Design mem_stage_ctrl, sky130hd; sources not shown.
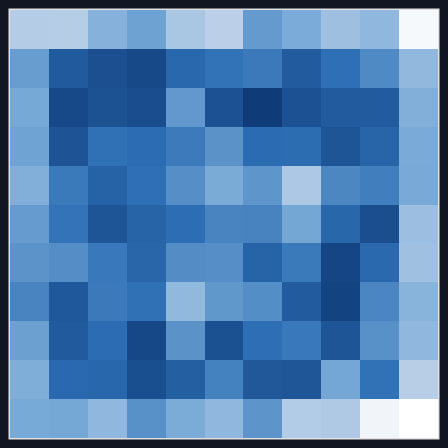
Figure 1: cell density map.
The die is cut into 11 by 11 equal tiles; white is low, dark blue is high, 0 to 100% covered.
nearly empty tiles = 0.80%
mean over tiles = 64%
fullest tile = 95%
tiles over 75% full = 36%
final design utilization: 0.725
Initial Util: 0.496
core area: 11500 um2

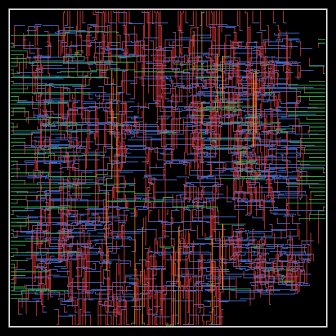
Figure 2: signal wires by layer.
met4 -> orange  # wire length 447 um
met1 -> blue  # wire length 6730 um
met3 -> green  # wire length 1510 um
met2 -> red  # wire length 7880 um
total length of routed wires: 16.6 mm
drt wl/cell: 15.7 um
Via Count: 5611
total routing resource utilization after global routing: 0.265

==> summary.rpt <==
=== SYNTHESIS / PLACE & ROUTE SUMMARY ===
----------------------------------------------------
[Cells and area]
  Fraction of layout cells with a size suffix above 1 ........................ 0.0648
  Final instance area ........................ 8310 um2
  Dominant logic cell type in the layout ........................ nand2_1
  Fill cells ........................ 924
  Combinational Area ........................ 2380 um2
  Number of non-filler instances in the completed layout ........................ 1053
  Top cells excl fill/tap ........................ nand2_1 (261), clkdlybuf4s50_1 (207), dfrtp_1 (118), o21ai_0 (58), nor2_1 (57)

[Final timing]
  Final number of setup-violating endpoints ........................ 0
  RSZ-0062 raised after global routing ........................ no
  Period Utilization, post-route ........................ 0.710
  F_max ........................ 243 MHz
  Fin Setup TNS ........................ 0 ns
  Post-route worst setup slack ........................ 1.68 ns
  Clock tree skew after final layout ........................ 0.00540 ns
  Max Slew Vio Count ........................ 0
  Clock period minus worst slack ........................ 4.12 ns

[Global route]
  Global route overflow ........................ 0
  Vias in the first global route ........................ 5402

[Status]
  Outcome ........................ finished, final reports clean

[Floorplan]
  Horiz. Die Dim ........................ 113 um
  DIE HEIGHT ........................ 113 um

[Setup path]
  Critical path capture point type ........................ output pin
  R2r worst-path depth ........................ 14
  Crit path kind ........................ input port to output pin
  Data required time at the worst endpoint ........................ 4.64 ns

[CTS]
  Buffers inserted by post-CTS timing repair ........................ 0
  Cell chosen for the clock root ........................ clkbuf_16
  Depth of the CTS H-tree ........................ 4
  CTS tree ........................ built
  TritonCTS Sinks ........................ 118
  Clock slew at the register clock pins of the worst setup and hold paths ........................ 0.05 ns

[Placement]
  Count of placed standard cells including taps ........................ 1021
  Pre-CTS setup slack ........................ 1.59 ns

[Route]
  Number of design-rule violations left by the first detailed-router iteration ........................ 481
  Post-DR vias/cell ........................ 5.33
  Routed length on met3 ........................ 1.51 mm
  Met2 wire len ........................ 7.88 mm
  DRT antenna net count ........................ 0
  DRC violations left ........................ 0

[Pwr]
  Power density over the cells ........................ 508 nW/um2

[Job]
  Number of warnings the tools reported ........................ 28

[Yosys]
  Synthesis area per yosys ........................ 5690 um2
  Share of async-settable or async-resettable flops after synthesis ........................ 1.00
  Cell area after synthesis ........................ 5690 um2
  Most used flip-flop cell after synthesis ........................ dfrtp_1
  Number of enable flip-flop cells ........................ 0
  Number of instances in the synthesized netlist ........................ 705
  Main area contributors ........................ dfrtp_1 (52%), nand2_1 (17%), o21ai_0 (5.1%)
  Distinct cell type count of the synthesized netlist ........................ 33
  Cell type with the highest aggregate area in the netlist ........................ dfrtp_1

----------------------------------------------------
synthesized netlist by cell type, drive strengths merged (19+ instances only):
library cell,count
buf,19
a21oi,31
nand2,264
inv,39
nand3,33
nor2,60
o21ai,72
clkbuf,19
dfrtp,118
worst max-delay path: stages:
cell	delay, ns
clkdlybuf4s50_1	0.63
inv_1	0.14
nor2_4	0.23
nand2_1	0.09
nand4_1	0.12
nand2_1	0.07
clkdlybuf4s50_1	0.50
cell families after synthesis:
group,count (synthesis),share of synthesized area
XOR/XNOR,2,0.00308
other,1,0.000659
flip-flops,118,0.519
adder cells (fa/ha/maj),4,0.00880
AND-OR/OR-AND,136,0.147
buffers and inverters,78,0.0625
AND/OR/NAND/NOR,366,0.259
final cells by class:
class                   instances  share of cell area
clock buffers                  23              0.0599
clock inverters                 9             0.00602
inverters                      40              0.0184
multi-input cells             510               0.287
flip-flops and latches        118               0.355
well taps                     143              0.0215
repair buffers                210               0.252
power by group:
part	switching (mW)	internal, mW
Sequential	0.227	1.17
Clock	0.367	0.596
Combinational	0.949	0.912
Total	1.54	2.68
metrics by stage:
stage	utilization	hold slack [ns]
after global placement	0.677	0.462
final	0.725	0.475
after detailed placement	0.677	0.464
after global routing	0.725	0.492
after floorplan	-	0.467
after CTS	0.725	0.478
routing by layer:
metal  up-vias  global-route usage
li1       2667                   -
met1      2660               0.340
met2       244               0.414
met3        40              0.0921
met4         0               0.104
met5         -                   0
Power is estimated from default activity; no workload was simulated.
